Figure 1. The metal 3 layer (run 1).
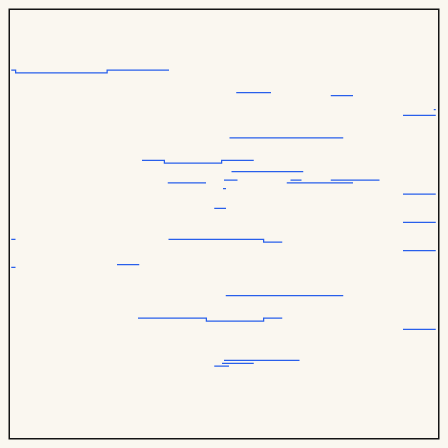
Figure 2. Routed metal, one color a layer (run 1).
Only two layers are drawn.
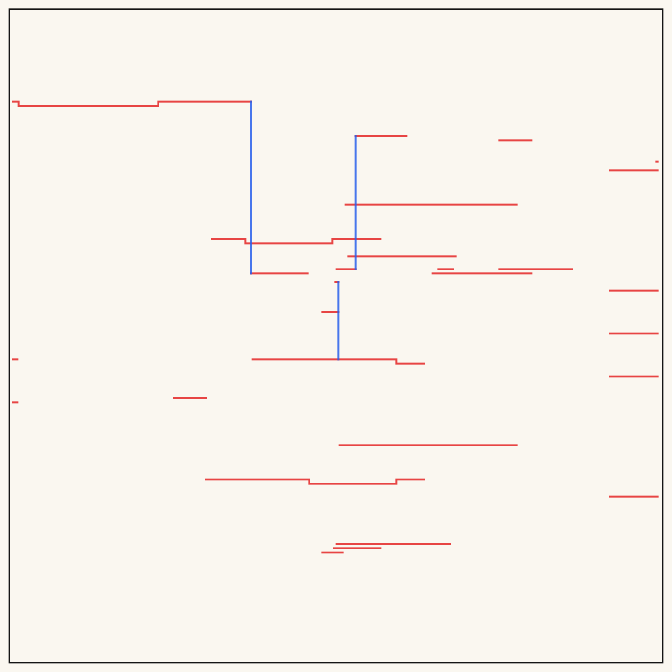
Figure 3. Pin placement (run 1).
Pins as bars across the die edge, other pins in gray.
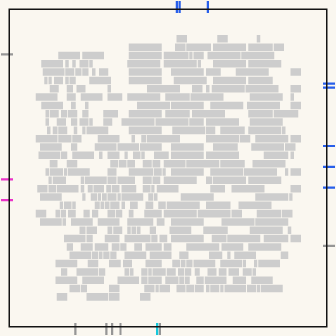
--- src/rtl/ps2_pkg.sv ---
// Shared definitions for the PS/2 keyboard receiver: FSM encoding, default
// sizing and the frame parity helper.
package ps2_pkg;

  typedef enum logic [1:0] {
    ST_IDLE   = 2'd0,
    ST_DATA   = 2'd1,
    ST_PARITY = 2'd2,
    ST_STOP   = 2'd3
  } ps2_state_t;

  localparam int FIFO_DEPTH_DEF  = 8;
  localparam int TIMEOUT_CYC_DEF = 2500;

  // A PS/2 frame is good when the 8 data bits plus the parity bit hold an odd number of ones.
  function automatic logic frame_parity_ok(input logic [7:0] data, input logic par);
    return ^{data, par};
  endfunction

endpackage

--- src/rtl/ps2_fifo.sv ---
// Synchronous show-ahead scan-code buffer. The head entry is always on dout;
// a push into a full buffer is accepted only when a pop happens in the same cycle.
module ps2_fifo
  import ps2_pkg::*;
#(
  parameter int DEPTH = FIFO_DEPTH_DEF,
  parameter int W     = 8,
  parameter int AW    = (DEPTH > 1) ? $clog2(DEPTH) : 1,
  parameter int CW    = $clog2(DEPTH + 1)
) (
  input  logic          clk,
  input  logic          rst,
  input  logic          push,
  input  logic [W-1:0]  din,
  input  logic          pop,
  output logic [W-1:0]  dout,
  output logic          full,
  output logic          empty,
  output logic [CW-1:0] count
);

  logic [W-1:0]  mem [DEPTH];
  logic [AW-1:0] wr_ptr;
  logic [AW-1:0] rd_ptr;
  logic          pop_ok;
  logic          push_ok;

  assign empty   = (count == '0);
  assign full    = (count == CW'(DEPTH));
  assign pop_ok  = pop && !empty;
  assign push_ok = push && (!full || pop_ok);
  assign dout    = mem[rd_ptr];

  always_ff @(posedge clk) begin
    if (rst) begin
      wr_ptr <= '0;
      rd_ptr <= '0;
      count  <= '0;
    end else begin
      // Depth is a power of two, so pointer overflow is the modulo wrap.
      if (push_ok) wr_ptr <= wr_ptr + AW'(1);
      if (pop_ok)  rd_ptr <= rd_ptr + AW'(1);
      case ({push_ok, pop_ok})
        2'b10:   count <= count + CW'(1);
        2'b01:   count <= count - CW'(1);
        default: count <= count;
      endcase
    end
  end

  always_ff @(posedge clk) begin
    if (push_ok) mem[wr_ptr] <= din;
  end

endmodule

--- src/rtl/ps2_kbd.sv ---
// PS/2 keyboard receiver: synchronizes the device lines, deframes 11-bit
// frames on falling ps2_clk edges and queues good scan codes for the bus.
module ps2_kbd
  import ps2_pkg::*;
#(
  parameter int FIFO_DEPTH  = FIFO_DEPTH_DEF,
  parameter int TIMEOUT_CYC = TIMEOUT_CYC_DEF
) (
  input  logic       clk,
  input  logic       rst,
  input  logic       ps2_clk,
  input  logic       ps2_data,
  input  logic       ps2_rd,
  output logic [7:0] key,
  output logic       ps2_ready,
  output logic       overflow,
  output logic       frame_err,
  output ps2_state_t dbg_state
);

  localparam int TW = $clog2(TIMEOUT_CYC + 1);
  localparam int CW = $clog2(FIFO_DEPTH + 1);

  logic          clk_s1, clk_s2, clk_prev;
  logic          data_s1, data_s2;
  logic          fall;
  logic          rd_prev, pop_req;

  ps2_state_t    state, state_n;
  logic [2:0]    bit_cnt, bit_cnt_n;
  logic [7:0]    shift, shift_n;
  logic          par_bit, par_n;
  logic [TW-1:0] tmo, tmo_n;
  logic          push;
  logic          ferr_n;

  logic [7:0]    fifo_dout;
  logic          fifo_full, fifo_empty;
  logic [CW-1:0] fifo_count;

  always_ff @(posedge clk) begin
    if (rst) begin
      clk_s1   <= 1'b1;
      clk_s2   <= 1'b1;
      clk_prev <= 1'b1;
      data_s1  <= 1'b1;
      data_s2  <= 1'b1;
      rd_prev  <= 1'b0;
    end else begin
      clk_s1   <= ps2_clk;
      clk_s2   <= clk_s1;
      clk_prev <= clk_s2;
      data_s1  <= ps2_data;
      data_s2  <= data_s1;
      rd_prev  <= ps2_rd;
    end
  end

  assign fall    = !clk_s2 && clk_prev;
  assign pop_req = ps2_rd && !rd_prev;

  always_ff @(posedge clk) begin
    if (rst) begin
      state     <= ST_IDLE;
      bit_cnt   <= '0;
      shift     <= '0;
      par_bit   <= 1'b0;
      tmo       <= '0;
      frame_err <= 1'b0;
    end else begin
      state     <= state_n;
      bit_cnt   <= bit_cnt_n;
      shift     <= shift_n;
      par_bit   <= par_n;
      tmo       <= tmo_n;
      frame_err <= ferr_n;
    end
  end

  always_comb begin
    state_n   = state;
    bit_cnt_n = bit_cnt;
    shift_n   = shift;
    par_n     = par_bit;
    tmo_n     = tmo;
    push      = 1'b0;
    ferr_n    = 1'b0;

    case (state)
      ST_IDLE: begin
        tmo_n = '0;
        if (fall && !data_s2) begin
          state_n   = ST_DATA;
          bit_cnt_n = '0;
          shift_n   = '0;
        end
      end
      ST_DATA: begin
        if (fall) begin
          shift_n   = {data_s2, shift[7:1]};
          bit_cnt_n = bit_cnt + 3'd1;
          if (bit_cnt == 3'd7) state_n = ST_PARITY;
        end
      end
      ST_PARITY: begin
        if (fall) begin
          par_n   = data_s2;
          state_n = ST_STOP;
        end
      end
      ST_STOP: begin
        if (fall) begin
          state_n = ST_IDLE;
          if (data_s2 && frame_parity_ok(shift, par_bit)) push   = 1'b1;
          else                                            ferr_n = 1'b1;
        end
      end
      default: state_n = ST_IDLE;
    endcase

    // A stalled device must not wedge the receiver mid-frame.
    if (state != ST_IDLE) begin
      if (fall) begin
        tmo_n = '0;
      end else if (tmo == TW'(TIMEOUT_CYC - 1)) begin
        state_n   = ST_IDLE;
        tmo_n     = '0;
        bit_cnt_n = '0;
        shift_n   = '0;
        push      = 1'b0;
        ferr_n    = 1'b1;
      end else begin
        tmo_n = tmo + TW'(1);
      end
    end
  end

  ps2_fifo #(
    .DEPTH (FIFO_DEPTH),
    .W     (8)
  ) u_fifo (
    .clk   (clk),
    .rst   (rst),
    .push  (push),
    .din   (shift),
    .pop   (pop_req),
    .dout  (fifo_dout),
    .full  (fifo_full),
    .empty (fifo_empty),
    .count (fifo_count)
  );

  // Overflow latches on a dropped byte and clears on the next pop that removes an entry.
  always_ff @(posedge clk) begin
    if (rst) begin
      overflow <= 1'b0;
    end else if (pop_req && !fifo_empty) begin
      overflow <= 1'b0;
    end else if (push && fifo_full) begin
      overflow <= 1'b1;
    end
  end

  assign ps2_ready = (fifo_count != '0);
  assign key       = ps2_ready ? fifo_dout : 8'h00;
  assign dbg_state = state;

endmodule
--- config.mk ---
export PLATFORM = sky130hd
export DESIGN_NAME = ps2_kbd
export DESIGN_NICKNAME = d
export VERILOG_FILES = /design/src/rtl/ps2_pkg.sv /design/src/rtl/ps2_fifo.sv /design/src/rtl/ps2_kbd.sv
export SDC_FILE = /design/constraint.sdc
export NUM_CORES = 1
export LEC_CHECK = 0
export CORE_MARGIN = 8
export CORE_UTILIZATION = 60
export DETAILED_ROUTE_END_ITERATION = 8
export PLACE_DENSITY = 0.76
export SYNTH_ARGS = -nofsm -noshare
export SYNTH_HDL_FRONTEND = slang
export SYNTH_SLANG_ARGS = --single-unit
--- constraint.sdc ---
create_clock -name clk -period 4.45 [get_ports clk]
set_clock_uncertainty 0.2 [all_clocks]
set_input_delay 0.6675 -clock clk [delete_from_list [all_inputs] [get_ports clk]]
set_output_delay 0.6675 -clock clk [all_outputs]
set_load 0.02 [all_outputs]
==> flow_summary_export.csv, run 1 <==
group,metric,value,unit
sta,relative_slew_slack,0.255,
sta,totalNegativeSetupSlack,0,ns
cts,post_cts.resized_instances,0,
yosys,fp_nets,338,
final_layout,diodes_inserted,0,
sta,final.setup.worst_slack,1.04,ns
worst_setup_path,critical_path.max_fanout,11,
yosys,yosys.area_share.simple,0.125,
sta,fmax,293,MHz
sta,grt_setup_unrepaired,"no",
sta,report.final.hold_viol_count,0,
final_layout,fin_cells,454,
worst_setup_path,critPathTopFamily,"XOR/XNOR gates",
route,drt-total-wl,7550,um
grt,grt_first_pass_wirelength,12300,um
route,drc,0,
sta,slew_violations,0,
yosys,yosys.stat.chipArea,4570,sq um
run,max_cap_viol_count,0,
place,buffer_ports.inserted,17,
cts,cts_setup_buffers,0,
route,first_pass_detailed_route_iteration_total,4,
route,wl_per_cell,16.6,um
power_and_ir_drop,power_density,322,nW/um^2
grt,largest_net_degree_at_the_start_of_global_routing,26,
yosys,xor_xnor_area_frac,0.0504,
die,core_region_area,7570,sq um
yosys,synth_cell_types,47,
grt,overflow,0,
die,io_pins,18,
place,hpwlAfterDp,5110,um
grt,grt_util_all_layers,0.156,
route,drt-vias-per-instance,5.60,
final_layout,fill_cell_instance_count_of_the_final_layout,551,
yosys,post_synth_tally_of_flip_flops_with_integrated_enable,64,
yosys,synth_compound_gate_area_share,0.0498,
grt,first_global_vias,2436,
worst_setup_path,slowest_cell_delay_on_critical_path,0.55,ns
sta,layout_min_cycle_time,3.41,ns
final_layout,comb_area,1630,sq um
route,drt-initial-drc-count,151,
place,post-place-ws,1.07,ns
worst_setup_path,crit_arrival,3.50,ns
cts,cts_buffers,9,
die,die.size.y,103,um
yosys,mappedNetlistArea,4570,sq um
status,run_status,"finished, final reports clean",
worst_setup_path,timing.critical_path.required,4.54,ns
yosys,post_synth_main_logic_family,"simple AND/OR/NAND/NOR gates",
yosys,ys_ff,111,
sta,setup_viol,0,
cts,clk_root_buffer_cell,"clkbuf_8",
final_layout,most_common_library_cell_in_the_layout_ignoring_fill_and_taps,"edfxtp_1",
yosys,netlist_instances,325,
worst_setup_path,crit_chain,"xnor2_1 > xnor3_1 > xnor2_2 > and4_4 > inv_4 > ha_1 > xor2_1 > ha_1 > a21oi_1 > xor2_1 > or3_1 > a21oi_1",
yosys,synth_area_per_cell,14.1,sq um
place,gp_congestion,0.777,
cts,clk_latency,0.36,ns
cts,ctsHoldBuffers,0,
yosys,synthMuxAreaShare,0.110,
place,dp_cells,438,
final_layout,mostFrequentLayoutCells,"64 x edfxtp_1, 47 x dfxtp_1, 41 x nor2_1, 17 x clkdlybuf4s50_1, 16 x mux4_2",
cts,tritoncts_clock_tree,"done",
sta,final_min_period_over_clock_period,0.767,
cts,max-clock-path-buffers,2,
run,stage_log_warnings,27,
die,die_x,103,um
worst_setup_path,startpoint_type,"flop",
worst_setup_path,setup.worst_path.class,"flop to flop",
grt,antenna_violations_before_repair,0,
die,fp.dieArea,10700,sq um
yosys,yosys_most_used_dff,"edfxtp_1",
worst_setup_path,setup_crit_end_kind,"flop",
yosys,async_reset_ff_frac,0,
die,core.rowCount,32,
worst_setup_path,worst_path_max_delay_cell,"dfxtp_1",
cts,clkTransAtPathRegs,0.10,ns
die,floorplanUtilization,0.604,
power_and_ir_drop,peakVddDrop,148,uV
yosys,synth.yosys.num_cells,325,
route,ant_nets,0,
final_layout,final_layout_size_suffix_gt1_frac,0.159,
final_layout,final_net_count,360,
cts,clock_net_sink_count,111,
final_layout,regArea,2860,sq um
hold_path,hold_path_class,"flop to flop",
yosys,synth-seq-area-share,0.627,
About Figure 1:
The layer carries 333 um of wire. 20 nets have wire on it.

About Figure 2:
Blue stands for met4, wire length 60.5 um. Red stands for met3, wire length 333 um.

About Figure 3:
Cyan stands for overflow, pins 1, direction output, edge bottom. Magenta stands for dbg_state, pins 2, direction output, edge left. Blue stands for key, pins 8, direction output, edge 5 right, 3 top.
All pins by edge: 6 bottom, 6 right, 3 left, 3 top.

run 1: logic make-up (layout without fill, tap and decap cells):
kind of cell,count (synthesis),after routing
AND/OR/NAND/NOR,101,101
multiplexers,30,30
XOR/XNOR,23,23
AND-OR/OR-AND,33,33
flip-flops,111,111
buffers and inverters,19,46
adder cells (fa/ha/maj),8,8
run 1: synthesized netlist by cell type, types with 4 or more instances:
| cell | instances | area [sq um] |
|---|---|---|
| clkbuf_1 | 10 | 37.5 |
| edfxtp_1 | 64 | 1920 |
| xor2_1 | 10 | 87.6 |
| a22oi_1 | 7 | 52.6 |
| ha_1 | 8 | 100 |
| a21oi_1 | 8 | 40.0 |
| and3_1 | 9 | 56.3 |
| o211ai_1 | 4 | 30.0 |
| inv_1 | 4 | 15.0 |
| nor2_1 | 41 | 154 |
| mux2i_1 | 13 | 130 |
| xnor2_1 | 10 | 87.6 |
| or2_2 | 6 | 37.5 |
| mux4_2 | 16 | 360 |
| nor3_1 | 6 | 30.0 |
| dfxtp_1 | 47 | 941 |
| nand2b_1 | 6 | 37.5 |
| nand2_1 | 11 | 41.3 |
run 1: layout make-up:
class,count,area share
Sequential cell,111,0.567
Multi-Input combinational cell,195,0.323
Timing Repair Buffer,25,0.0456
Clock buffer,11,0.0260
Tap cell,102,0.0253
Clock inverter,5,0.00843
Inverter,5,0.00422
run 1: power by group:
part | total, mW | switching [mW] | internal [mW] | leakage [nW]
clock network | 0.532 | 0.321 | 0.210 | 0.0860
registers | 1.08 | 0.00178 | 1.07 | 0.973
logic | 0.0154 | 0.00863 | 0.00680 | 0.621
run 1: per-layer routing:
layer	vias up	track usage	part of all wire
met5	-	0	0
met3	8	0.0422	0.044
li1	1252	-	-
met1	1239	0.202	0.47
met4	0	0.0434	0.0079
met2	43	0.254	0.48
run 1: worst paths after layout:
kind	from	endpoint	slack, ns	depth (start not counted)
setup / recovery	shift[4]$_SDFF_PP0_	u_fifo.count[2]$_SDFFE_PP0P_	1.04	12
hold / removal	data_s1$_SDFF_PP1_	data_s2$_SDFF_PP1_	0.22	1
setup reg to reg	shift[4]$_SDFF_PP0_	u_fifo.count[2]$_SDFFE_PP0P_	1.04	12
hold reg to reg	data_s1$_SDFF_PP1_	data_s2$_SDFF_PP1_	0.22	1
run 1: metrics by stage:
stage / power [mW] / utilization / instance area (sq um) / hold WS (ns)
after floorplan: 1.11 / - / 4570 / 0.189
after global placement: 1.12 / 0.644 / 4870 / 0.193
after detailed placement: 1.12 / 0.644 / 4870 / 0.198
after CTS: 1.63 / 0.667 / 5040 / 0.222
after global routing: 1.67 / 0.667 / 5040 / 0.249
final: 1.62 / 0.667 / 5040 / 0.218
run 1: flip-flops by register name, summed over array words and instances (netlist names), 2 cells and up, named ones only:
signal	cells
bit_cnt	3
shift	8
tmo	12
u_fifo.mem	64
u_fifo.rd_ptr	3
dbg_state	2
u_fifo.wr_ptr	3
u_fifo.count	4
==> inputs of run 2 (changes only) <==
clock period = 3.51 ns   (was 4.45 ns; I/O delays follow)
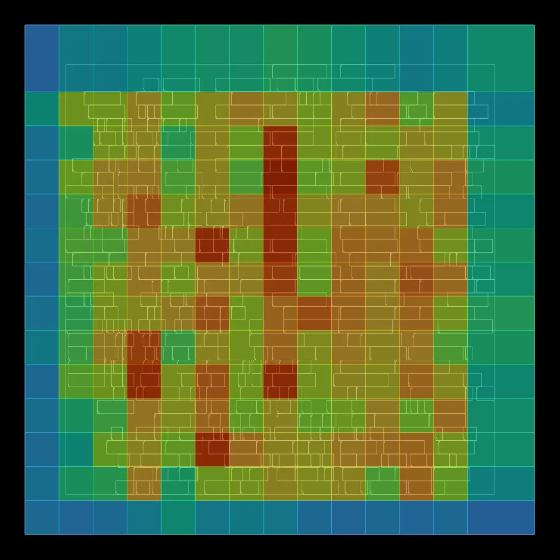
Figure 4: run 2, congestion heat map.
met1 usage: 0.201
met3 track utilization from global routing: 0.0281

==> flow_summary_export.csv, run 2 <==
group,metric,value,unit
status,run_status,"finished, final reports clean",
grt,grt_util_all_layers,0.165,
sta,layout_min_cycle_time,3.29,ns
yosys,synth-seq-area-share,0.627,
place,gp_congestion,0.801,
route,drt-initial-drc-count,125,
worst_setup_path,setup.worst_path.class,"flop to flop",
final_layout,regArea,2860,sq um
sta,relative_slew_slack,0.246,
cts,clk_root_buffer_cell,"clkbuf_8",
yosys,largest_area_cell,"edfxtp_1",
final_layout,number_of_flip_flops_under_the_largest_register_name,64,
final_layout,final_net_count,372,
hold_path,whs_endpoint,"data_s2$_SDFF_PP1_",
final_layout,final_layout_size_suffix_gt1_frac,0.192,
grt,antenna_violations_before_repair,0,
power_and_ir_drop,power_density,409,nW/um^2
worst_setup_path,worst_r2r_dst,"u_fifo.count[2]$_SDFFE_PP0P_",
yosys,synth_cell_types,47,
worst_setup_path,slowest_cell_delay_on_critical_path,0.56,ns
worst_setup_path,critical_path.max_fanout,11,
cts,clk_latency,0.36,ns
run,stage_log_warnings,27,
sta,report.final.hold_viol_count,0,
route,drc,0,
worst_setup_path,worst_path_max_delay_cell,"dfxtp_1",
run,max_cap_viol_count,0,
hold_path,timing.hold.worst.start,"data_s1$_SDFF_PP1_",
route,drt-vias-per-instance,5.61,
final_layout,leading_registers_by_flop_count,"u_fifo.mem x64, tmo x12, shift x8",
sta,fmax,304,MHz
place,buffer_ports.inserted,17,
sta,slew_violations,0,
hold_path,timing.hold.worst_path_depth,1,
yosys,async_reset_ff_frac,0,
sta,setup_viol,0,
yosys,top_cell_area_share,0.421,
die,die_x,103,um
yosys,ys_top_cells_by_count,"64 x edfxtp_1, 47 x dfxtp_1, 41 x nor2_1, 16 x mux4_2, 13 x mux2i_1",
final_layout,diodes_inserted,0,
die,die.size.y,103,um
yosys,synth.most_common_cell,"edfxtp_1",
cts,cts_setup_buffers,0,
yosys,ys_ff,111,
cts,max-clock-path-buffers,2,
cts,cts_buffers,9,
place,dp_cells,450,
cts,tritoncts_clock_tree,"done",
route,first_pass_detailed_route_iteration_total,4,
sta,grt_setup_unrepaired,"no",
final_layout,most_common_library_cell_in_the_layout_ignoring_fill_and_taps,"edfxtp_1",
die,core.rowCount,32,
yosys,yosys.stat.chipArea,4570,sq um
worst_setup_path,crit_chain,"xnor2_1 > xnor3_1 > xnor2_2 > and4_4 > inv_4 > ha_1 > xor2_1 > ha_1 > a21oi_1 > xor2_1 > or3_1 > a21oi_1",
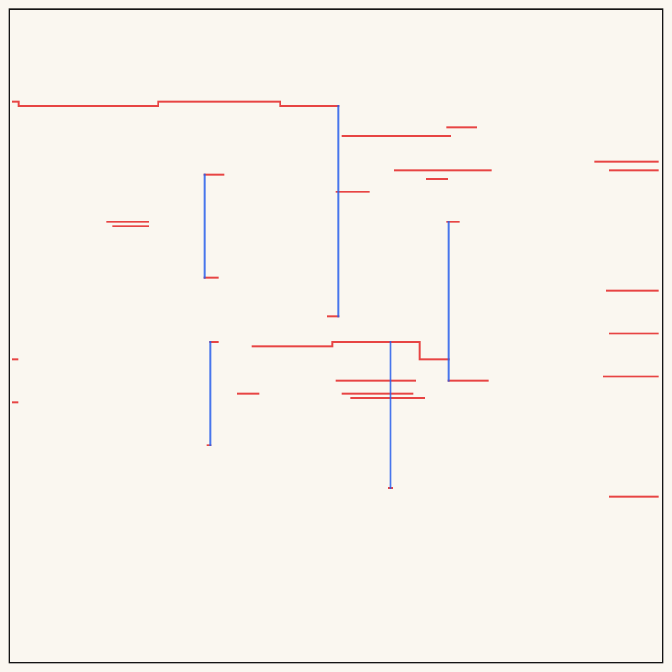
Figure 5: run 2, routed metal, one color a layer.
Only two layers are drawn.
Blue stands for met4, wire length 114 um. Red stands for met3, wire length 250 um.

## run 2: worst max-delay path by stage
stage,startpoint,end,slack (ns),cells past startpoint
after floorplan,shift[3]$_SDFF_PP0_,u_fifo.count[2]$_SDFFE_PP0P_,0.41,12
after global placement,shift[4]$_SDFF_PP0_,u_fifo.count[2]$_SDFFE_PP0P_,0.33,12
after detailed placement,shift[4]$_SDFF_PP0_,u_fifo.count[2]$_SDFFE_PP0P_,0.24,12
after CTS,shift[4]$_SDFF_PP0_,u_fifo.count[2]$_SDFFE_PP0P_,0.22,12
after global routing,shift[3]$_SDFF_PP0_,u_fifo.count[2]$_SDFFE_PP0P_,0.04,12
final,shift[4]$_SDFF_PP0_,u_fifo.count[2]$_SDFFE_PP0P_,0.22,12
## run 2: where the power goes
part	internal, mW	switching [mW]	total, mW	leakage [nW]
Combinational	0.00936	0.0111	0.0204	0.686
Clock	0.304	0.421	0.725	0.0974
Sequential	1.36	0.00234	1.36	0.973
## run 2: layout make-up
class | instances | area share
Sequential cell | 111 | 0.555
Timing Repair Buffer | 37 | 0.0622
Clock buffer | 11 | 0.0294
Clock inverter | 5 | 0.00801
Tap cell | 102 | 0.0248
Multi-Input combinational cell | 195 | 0.316
Inverter | 5 | 0.00413
## run 2: metal layers
layer  vias up  GRT usage  part of all wire
li1       1272          -                 -
met1      1288      0.201              0.45
met2        42      0.284              0.50
met3        11     0.0281             0.031
met4         0     0.0701             0.014
met5         -          0                 0
## run 2: cells by family (layout without fill, tap and decap cells)
| group | count (synthesis) | in the layout | synth area share |
|---|---|---|---|
| AOI/OAI and AO/OA | 33 | 33 | 0.0499 |
| muxes | 30 | 30 | 0.110 |
| adders and majority gates | 8 | 8 | 0.0219 |
| xor gates and xnor gates | 23 | 23 | 0.0504 |
| DFF | 111 | 111 | 0.627 |
| and+or+nand+nor | 101 | 101 | 0.125 |
| buffers and inverters | 19 | 58 | 0.0167 |
## run 2: per-stage QoR
step                      power [mW]   util  cell area [sq um]  setup WS, ns  hold WS (ns)
after floorplan                 1.41      -               4570         0.411         0.189
after global placement          1.41  0.656               4960         0.329         0.193
after detailed placement        1.41  0.656               4960         0.243         0.202
after CTS                       2.13  0.681               5150         0.219         0.231
after global routing            2.17  0.681               5150        0.0373         0.241
final                           2.11  0.681               5150         0.224         0.225
==> inputs of run 3 (changes only) <==
ABC_AREA = 1   (was not set)
CTS_CLUSTER_SIZE = 10   (was not set)
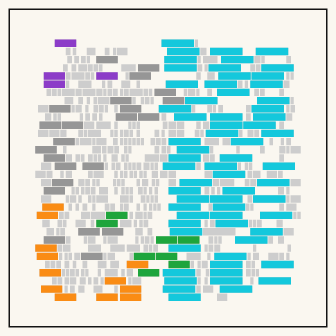
Figure 6: run 3, register map, names as in the netlist.
Other sequential cells in the stronger gray, the rest of the logic in the fainter gray.
Purple stands for u_fifo.count, sequential cells 4, where upper left. Cyan stands for u_fifo.mem, sequential cells 64. Green stands for shift, sequential cells 8, where bottom center. Orange stands for tmo, sequential cells 12, where lower left.
Another 23 sequential cells are not colored.

==> flow_summary_export.csv, run 3 <==
group,metric,value,unit
power_and_ir_drop,sequentialPowerShare,0.506,
grt,first_global_vias,3420,
yosys,yosys.stat.chipArea,4740,sq um
grt,antenna_violations_before_repair,0,
cts,post_cts.resized_instances,0,
final_layout,leading_registers_by_flop_count,"u_fifo.mem x64, tmo x12, shift x8",
die,fp.dieArea,11000,sq um
yosys,ys_ff,111,
final_layout,final_layout_size_suffix_gt1_frac,0.0932,
worst_setup_path,critical_path.max_fanout,19,
cts,max-clock-path-buffers,2,
power_and_ir_drop,internal_power,1.94,mW
power_and_ir_drop,total_leakage_power,1.83,nW
yosys,async_reset_ff_frac,0,
run,max_cap_viol_count,0,
place,buffer_ports.inserted,17,
place,dpl_cell_area,5070,sq um
power_and_ir_drop,power_density,528,nW/um^2
status,run_status,"finished, final reports clean",
power_and_ir_drop,power_switching_share,0.302,
power_and_ir_drop,power.combinational.fraction,0.217,
sta,setup_viol,0,
yosys,synth_cell_types,37,
sta,slew_violations,0,
sta,fmax,315,MHz
cts,cts_setup_buffers,0,
route,first_pass_detailed_route_iteration_total,7,
final_layout,fill_cell_instance_count_of_the_final_layout,589,
hold_path,timing.hold.worst_path_depth,1,
grt,largest_net_degree_at_the_start_of_global_routing,33,
route,drc,0,
final_layout,number_of_flip_flops_under_the_largest_register_name,64,
sta,grt_setup_unrepaired,"no",
final_layout,most_common_library_cell_in_the_layout_ignoring_fill_and_taps,"nor2_1",
sta,layout_min_cycle_time,3.17,ns
cts,clk_root_buffer_cell,"clkbuf_8",
cts,clk_latency,0.37,ns
route,drt-vias-per-instance,5.67,
yosys,netlist_instances,495,
final_layout,final_area,5280,sq um
yosys,synth-seq-area-share,0.604,
yosys,largest_area_cell,"edfxtp_1",
place,gp_congestion,0.864,
route,drt-initial-drc-count,185,
power_and_ir_drop,total_switching_power,0.841,mW
power_and_ir_drop,clock_power_share,0.277,
yosys,synth_area_per_cell,9.57,sq um
yosys,ys_top_cells_by_count,"80 x nor2_1, 64 x edfxtp_1, 60 x o21ai_0, 58 x nand2_1, 47 x dfxtp_1",
yosys,synth.most_common_cell,"nor2_1",
worst_setup_path,crit_end,"key[1]",
worst_setup_path,worst_r2r_dst,"u_fifo.count[3]$_SDFFE_PP0P_",
cts,cts_buffers,9,
die,die_x,105,um
final_layout,diodes_inserted,0,
die,die.size.y,105,um
worst_setup_path,setup.worst_path.class,"flop to output port",
final_layout,final_net_count,534,
final_layout,fin_util,0.687,
run,stage_log_warnings,27,
yosys,top_cell_area_share,0.405,
sta,report.final.hold_viol_count,0,
cts,tritoncts_clock_tree,"done",
grt,grt_util_all_layers,0.185,
die,core.rowCount,32,
sta,relative_slew_slack,0.629,
yosys,synthesis.yosys.warnings,0,
sta,worstMarginPinSlew,0.556,ns
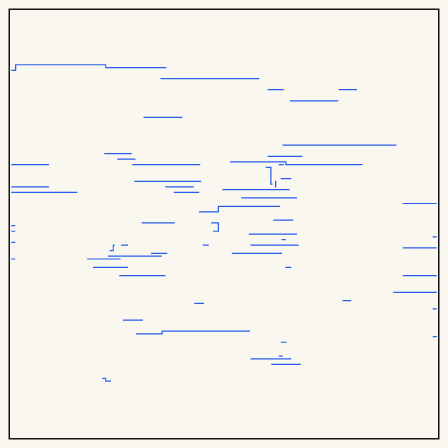
Figure 7: run 3, the metal 3 layer.
final wirelength: 9660 um
DR vias: 3561

==> run 3: cell count changes in the layout (fill, tap and decap cells not counted), moves of 13 or more <==
cell     previous run  this run
o21ai_0             3        60
nand2_1            11        58
inv_1               4        45
nor2_1             41        80
mux4_2             16         0
a21oi_1             8        21
nand3_1             2        15
==> run 3: how the worst min path moves through the flow <==
| stage | from | end | slack [ns] |
|---|---|---|---|
| floorplan | clk_s1$_SDFF_PP1_ | clk_s2$_SDFF_PP1_ | 0.19 |
| global placement | data_s1$_SDFF_PP1_ | data_s2$_SDFF_PP1_ | 0.19 |
| detailed placement | data_s1$_SDFF_PP1_ | data_s2$_SDFF_PP1_ | 0.20 |
| CTS | data_s1$_SDFF_PP1_ | data_s2$_SDFF_PP1_ | 0.22 |
| global route | clk_s1$_SDFF_PP1_ | clk_s2$_SDFF_PP1_ | 0.23 |
| finish | clk_s1$_SDFF_PP1_ | clk_s2$_SDFF_PP1_ | 0.22 |
==> run 3: area by class of cell <==
cell class	count	area (sq um)	share of cell area
clock buffers	10	128	0.0242
clock inverters	6	77.6	0.0147
inverters	49	184	0.0348
multi-input cells	321	1640	0.310
flip-flops and latches	111	2860	0.542
well taps	102	128	0.0242
repair buffers	29	260	0.0493
==> run 3: cell families after synthesis <==
kind of cell             Yosys count  share of synthesized area
adder cells (fa/ha/maj)            8                     0.0211
XOR/XNOR                           7                     0.0129
AND/OR/NAND/NOR                  195                      0.182
flip-flops                       111                      0.604
multiplexers                       1                    0.00211
AND-OR/OR-AND                    110                      0.128
buffers and inverters             63                     0.0502
==> run 3: critical path: stages (launching register included) <==
cell             delay [ns]
dfxtp_1                0.32
inv_1                  0.40
o21ai_0                0.17
o22ai_1                0.15
o21ai_0                0.14
a31oi_1                0.24
clkdlybuf4s50_1        0.64
==> run 3: per-stage QoR <==
stage	cells	power, mW	hold slack, ns	setup slack [ns]
after floorplan	495	1.81	0.189	1.02
after CTS	628	2.81	0.220	0.322
after global routing	628	2.93	0.233	0.0903
final	628	2.79	0.217	0.338
after global placement	612	2.03	0.193	0.467
after detailed placement	612	2.05	0.197	0.357
==> run 3: power groups by stage <==
stage	Clock [mW]	Sequential [mW]	Combinational, mW
after floorplan	0	1.44	0.371
after global placement	0	1.44	0.593
after detailed placement	0	1.44	0.607
after CTS	0.789	1.41	0.609
after global routing	0.845	1.41	0.671
final	0.771	1.41	0.604
==> run 3: per-layer routing <==
metal | up-vias | global-route usage | share of wire
li1 | 1750 | - | -
met3 | 14 | 0.0461 | 0.053
met5 | - | 0 | 0
met4 | 0 | 0.0703 | 0.014
met2 | 105 | 0.306 | 0.50
met1 | 1692 | 0.227 | 0.43
Power figures rest on the tool's default switching activity, not on a simulated workload.
